$ cat config.mk
export PLATFORM = sky130hd
export DESIGN_NAME = mem_rr_arbiter
export DESIGN_NICKNAME = d
export VERILOG_FILES = /design/src/rtl/mem_rr_arbiter.sv
export SDC_FILE = /design/constraint.sdc
export NUM_CORES = 1
export LEC_CHECK = 0
export ABC_AREA = 1
export CELL_PAD_IN_SITES_DETAIL_PLACEMENT = 0
export CELL_PAD_IN_SITES_GLOBAL_PLACEMENT = 1
export CORE_ASPECT_RATIO = 2
export CORE_MARGIN = 3
export CORE_UTILIZATION = 28
export CTS_CLUSTER_DIAMETER = 50
export DETAILED_ROUTE_END_ITERATION = 10
export PLACE_DENSITY_LB_ADDON = 0.1
export SLEW_MARGIN = 30
export SYNTH_ARGS = -nofsm -noshare
export SYNTH_HDL_FRONTEND = slang
export SYNTH_SLANG_ARGS = --single-unit
$ cat constraint.sdc
create_clock -name clk -period 1.95 [get_ports clk]
set_clock_uncertainty 0.2 [all_clocks]
set_input_delay 0.39 -clock clk [delete_from_list [all_inputs] [get_ports clk]]
set_output_delay 0.39 -clock clk [all_outputs]
set_load 0.01 [all_outputs]
$ cat src/rtl/mem_rr_arbiter.sv
// Two-requester round-robin arbiter that owns the memory port and runs one
// access at a time, returning read data and a one-cycle ACK to the winner.
module mem_rr_arbiter #(
    parameter int ADDR_W  = 8,
    parameter int DATA_W  = 16,
    parameter int TIMEOUT = 15
) (
    input  logic              clk,
    input  logic              RST,
    input  logic              REQ0,
    input  logic              REQ1,
    input  logic              WR_RDbar0,
    input  logic              WR_RDbar1,
    input  logic [ADDR_W-1:0] ADDR0,
    input  logic [ADDR_W-1:0] ADDR1,
    input  logic [DATA_W-1:0] WDATA0,
    input  logic [DATA_W-1:0] WDATA1,
    output logic              ACK0,
    output logic              ACK1,
    output logic              ERR0,
    output logic              ERR1,
    output logic [DATA_W-1:0] RDATA0,
    output logic [DATA_W-1:0] RDATA1,
    output logic              SEL,
    output logic              WR_RDbar,
    output logic [ADDR_W-1:0] ADDR,
    output logic [DATA_W-1:0] WDATA,
    input  logic              READY,
    input  logic [DATA_W-1:0] RDATA,
    output logic              BUSY
);

    localparam int CNT_W = (TIMEOUT > 0) ? $clog2(TIMEOUT + 1) : 1;
    localparam logic [CNT_W-1:0] CNT_LAST = CNT_W'((TIMEOUT > 0) ? TIMEOUT - 1 : 0);

    typedef enum logic [1:0] {IDLE, ACCESS, RESP} state_t;

    state_t              state_q;
    logic                last_q;
    logic                win_q;
    logic [CNT_W-1:0]    cnt_q;
    logic                sel_q;
    logic                wr_q;
    logic [ADDR_W-1:0]   addr_q;
    logic [DATA_W-1:0]   wdata_q;
    logic                ack0_q, ack1_q;
    logic                err0_q, err1_q;
    logic [DATA_W-1:0]   rdata0_q, rdata1_q;
    logic                busy_q;

    logic                win_d;
    logic                wr_d;
    logic [ADDR_W-1:0]   addr_d;
    logic [DATA_W-1:0]   wdata_d;

    // Requester 1 wins when it is alone, or when both ask and 0 was served last.
    always_comb begin
        win_d   = REQ1 && (!REQ0 || !last_q);
        wr_d    = win_d ? WR_RDbar1 : WR_RDbar0;
        addr_d  = win_d ? ADDR1 : ADDR0;
        wdata_d = win_d ? WDATA1 : WDATA0;
    end

    always_ff @(posedge clk) begin
        if (RST) begin
            state_q  <= IDLE;
            last_q   <= 1'b1;
            win_q    <= 1'b0;
            cnt_q    <= '0;
            sel_q    <= 1'b0;
            wr_q     <= 1'b0;
            addr_q   <= '0;
            wdata_q  <= '0;
            ack0_q   <= 1'b0;
            ack1_q   <= 1'b0;
            err0_q   <= 1'b0;
            err1_q   <= 1'b0;
            rdata0_q <= '0;
            rdata1_q <= '0;
            busy_q   <= 1'b0;
        end else begin
            ack0_q <= 1'b0;
            ack1_q <= 1'b0;
            err0_q <= 1'b0;
            err1_q <= 1'b0;
            case (state_q)
                IDLE: begin
                    if (REQ0 || REQ1) begin
                        win_q   <= win_d;
                        last_q  <= win_d;
                        wr_q    <= wr_d;
                        addr_q  <= addr_d;
                        wdata_q <= wdata_d;
                        sel_q   <= 1'b1;
                        cnt_q   <= '0;
                        busy_q  <= 1'b1;
                        state_q <= ACCESS;
                    end
                end
                ACCESS: begin
                    if (READY) begin
                        if (!wr_q) begin
                            if (win_q) rdata1_q <= RDATA;
                            else       rdata0_q <= RDATA;
                        end
                        sel_q   <= 1'b0;
                        ack0_q  <= !win_q;
                        ack1_q  <= win_q;
                        state_q <= RESP;
                    end else if (TIMEOUT != 0 && cnt_q == CNT_LAST) begin
                        // Give up: the requester sees ACK with ERR, read data untouched.
                        sel_q   <= 1'b0;
                        ack0_q  <= !win_q;
                        ack1_q  <= win_q;
                        err0_q  <= !win_q;
                        err1_q  <= win_q;
                        state_q <= RESP;
                    end else begin
                        cnt_q <= cnt_q + 1'b1;
                    end
                end
                RESP: begin
                    busy_q  <= 1'b0;
                    state_q <= IDLE;
                end
                default: begin
                    sel_q   <= 1'b0;
                    busy_q  <= 1'b0;
                    state_q <= IDLE;
                end
            endcase
        end
    end

    assign ACK0     = ack0_q;
    assign ACK1     = ack1_q;
    assign ERR0     = err0_q;
    assign ERR1     = err1_q;
    assign RDATA0   = rdata0_q;
    assign RDATA1   = rdata1_q;
    assign SEL      = sel_q;
    assign WR_RDbar = wr_q;
    assign ADDR     = addr_q;
    assign WDATA    = wdata_q;
    assign BUSY     = busy_q;

endmodule

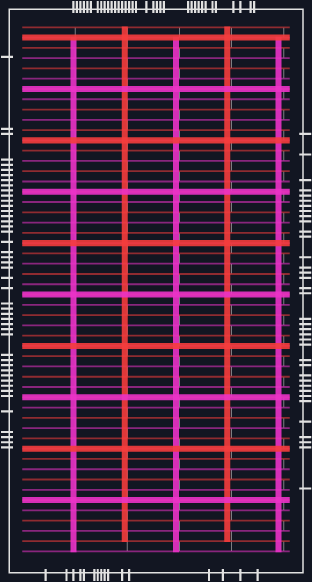
(images/pdn.png)
Pins as bars on the die edge. Tap cells in grey.
magenta -> VSS
red -> VDD
met1 rails = 52
rows = 51
met5 straps = 10
met4 straps = 5

==> results.cfg <==
; synthesis and place-and-route metrics
[critical_path]
critical_path.reg2reg.startpoint = cnt_q[0]
critical_path_class = flip-flop to primary output
critical_path_depth = 1
critPathCaptureType = primary output
buffers_inverters_on_critical_path = 1
worst_path_max_delay_cell = clkdlybuf4s50_1
critPathMaxFanout = 3
slowest_delay_ps = 570
worstSetupStartpointType = flip-flop
critical_path_arrival_ps = 1250
timing.reg2reg.worst_path_depth = 8
crit-reg2reg-capture = cnt_q[3]
critical_path.top_delay_family = buffers and inverters
worst_ep_required_time_ps = 1360
reg2reg_setup_slack_ps = 350
crit_path_cell_trace = clkdlybuf4s50_1

[power]
max-vdd-ir-drop_uv = 463
powerDensity_mw_per_mm2 = 887
report.power.total_mw = 4.22
power.static_leakage_nw = 1.88

[place]
place_congestion = 0.777
hpwl_after_detailed_placement_microns = 6590
port-buffer-count = 133
postPlaceCellArea_sq_mm = 0.00443
post-place-ws_ps = 12.7
numPlacedInstances = 642

[global_route]
gr-max-usage-layer = met2
grt_remaining_overflow = 0
grt_antenna_before_repair = 0
groute.usage.overall = 0.157
grt_start_max_net_pins = 32
first_global_vias = 2935
grt_pass1_wl_microns = 14100
global_route.usage.met1 = 0.152

[die]
fp-row-count = 51
num_io_pins = 134
dieArea_sq_mm = 0.0115
die_outline_height_microns = 149
floorplan.core_area_sq_mm = 0.00983
floorplan.core_util = 0.290
floorplan.die.width_microns = 77.4

[cells_and_area]
finalNetCount = 594
fin_area_sq_mm = 0.00475
share_of_final_layout_standard_cells_stronger_than_drive_strength_1 = 0.0875
utilization = 0.484
finish.cell_count_without_fillers = 658
num_antenna_cells = 0
areaGrowthSynthToFinish_pct = 66.7

[clock_tree]
worst_skew_pair.late_latency_ps = 330
post_cts_repair_resize_count = 0
cts_max_path_buffers = 2
postCtsSetupBuffers = 0
holdBufCountCts = 0
numCtsBuffers = 9
cts.reportedPaths.clkPinSlew_ps = 50
clock-sinks = 71
clk_root_buffer_cell = clkbuf_16
cts_max_level = 3
cts_tree = done

[logic_synthesis]
yosys_warnings = 0
yosys.area_share.simple = 0.265
adder_share = 0.00877
async_reset_ff_frac = 0
synthDistinctLibCells = 25
synth-cells-yosys = 379
yosys-dominant-comb-family = simple AND/OR/NAND/NOR gates
syn_inst = 379
synth_area_in_xor_xnor = 0
synth_flops = 71
ys.flop_type = dfxtp_1
ys_chip_area_sq_mm = 0.00285
edf_count = 0
aoi_share = 0.164
proportion_of_synthesized_area_in_mux_cells = 0
post_synth_instance_area_sq_mm = 0.00285
syn_avg_cell_area_sq_um = 7.53
yosysSeqAreaShare = 0.498
fp_nets = 452

[timing]
rsz0062_at_grt = no
tightest_slew_ps = 288
min_period_over_period = 0.944
layout_setup_ws_ps = 109
hold_violations = 0
final_period_minus_worst_setup_slack_ps = 1840
final_max_slew_viol_count = 0
finalSetupViolCount = 0
timing.hold.ws_ps = 272
clock.fmax_ghz = 0.543
setup_total_negative_slack_ps = 0
timing.max_slew.rel_slack = 0.808

[routing]
drc = 0
wirelength_microns = 8680
via_count = 2891
post_detailed_route_count_of_antenna_violating_nets = 0
post_drt_via_cell_ratio = 4.39
dr.pass1.iters = 4
average_wire_length_per_cell_after_detail_routing_microns = 13.2
initialDrtViolationCount = 55

[status]
run_status = complete, no violations

[hold_path]
whs_path_depth = 2
worst_hold_path.endpoint = last_q
min_from = last_q
hold_class = flip-flop to flip-flop

[flow_run]
tool_warnings = 27
timing.max_cap.violations = 0
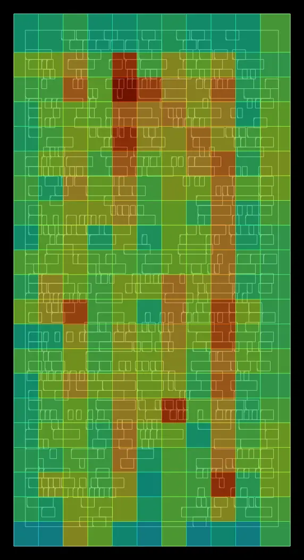
(images/final_congestion.png)
global-route track usage on met2: 0.291
GR met3 Demand/Resource: 0.0526

## cells in the mapped netlist (4+ instances only)
cell	number	share of area
a21oi_1	32	0.056
buf_2	4	0.0070
buf_6	5	0.020
clkbuf_1	7	0.0092
dfxtp_1	71	0.50
inv_1	8	0.011
inv_2	4	0.0053
nand2_1	67	0.088
nand3_1	7	0.012
nor2_1	98	0.13
o21ai_0	31	0.054
o21ai_1	27	0.047
## routing by layer
metal | vias up | wire length, microns
met3 | 11 | 591
li1 | 1513 | -
met2 | 102 | 4740
met4 | 0 | 219
met5 | - | 0
met1 | 1265 | 3120
## logic make-up (layout without fill, tap and decap cells)
kind of cell               count (synthesis)  in the layout
and+or+nand+nor                          181            181
AOI/OAI and AO/OA                         91             91
DFF                                       71             71
buffers and inverters                     34            181
adders and majority gates                  2              2
## sequential cells by signal, indices dropped and copies added, names as in the netlist, 2 cells and up
| signal | count |
|---|---|
| ADDR | 8 |
| RDATA0 | 16 |
| RDATA1 | 16 |
| WDATA | 16 |
| cnt_q | 4 |
| state_q | 2 |
## power by group
group	internal (mW)	switching (mW)	total (mW)	leakage, nW
registers	1.56	0.0614	1.62	0.582
logic	0.453	0.365	0.818	1.15
clock network	1.15	0.623	1.78	0.156
total	3.17	1.05	4.22	1.88
## layout by cell type (no fill, tap or decap)
cell type and n:
nand4_4 2, nor2_2 1, inv_4 1, ha_1 2, o21ai_4 1, a21oi_1 32, nor2_8 1, clkinv_4 1
o21ai_1 27, nand4_1 2, clkbuf_8 1, nand3_1 7, o21ai_0 31, bufinv_16 2, nand2_2 1, nor3_1 1
clkinv_2 3, nand2_1 67, dfxtp_1 71, buf_12 6, clkinvlp_4 1, inv_1 8, clkbuf_1 1, clkbuf_16 9
inv_2 4, nand3_2 1, buf_4 11, clkdlybuf4s50_1 133, nor2_1 98
## worst max-delay path by stage
stage	startpoint	end	slack (ps)
after global routing	WR_RDbar	WR_RDbar	30
after detailed placement	READY	RDATA1[3]	10
final	WR_RDbar	WR_RDbar	110
after global placement	READY	RDATA1[0]	60
after floorplan	cnt_q[0]	cnt_q[3]	510
after CTS	WR_RDbar	WR_RDbar	80
## area by class of cell
class	count	area [sq um]
Timing Repair Buffer	150	1530
Tap cell	132	165
Multi-Input combinational cell	274	1250
Inverter	15	61.3
Clock inverter	5	81.3
Clock buffer	11	243
Sequential cell	71	1420
Fill cell	1054	5070
## tightest hold or removal path, delay by kind of cell (launching register included)
kind	cells	cell delay, ps
DFF	1	340
and+or+nand+nor	2	110
No activity file was given, so power comes from the tool's default toggle rates.
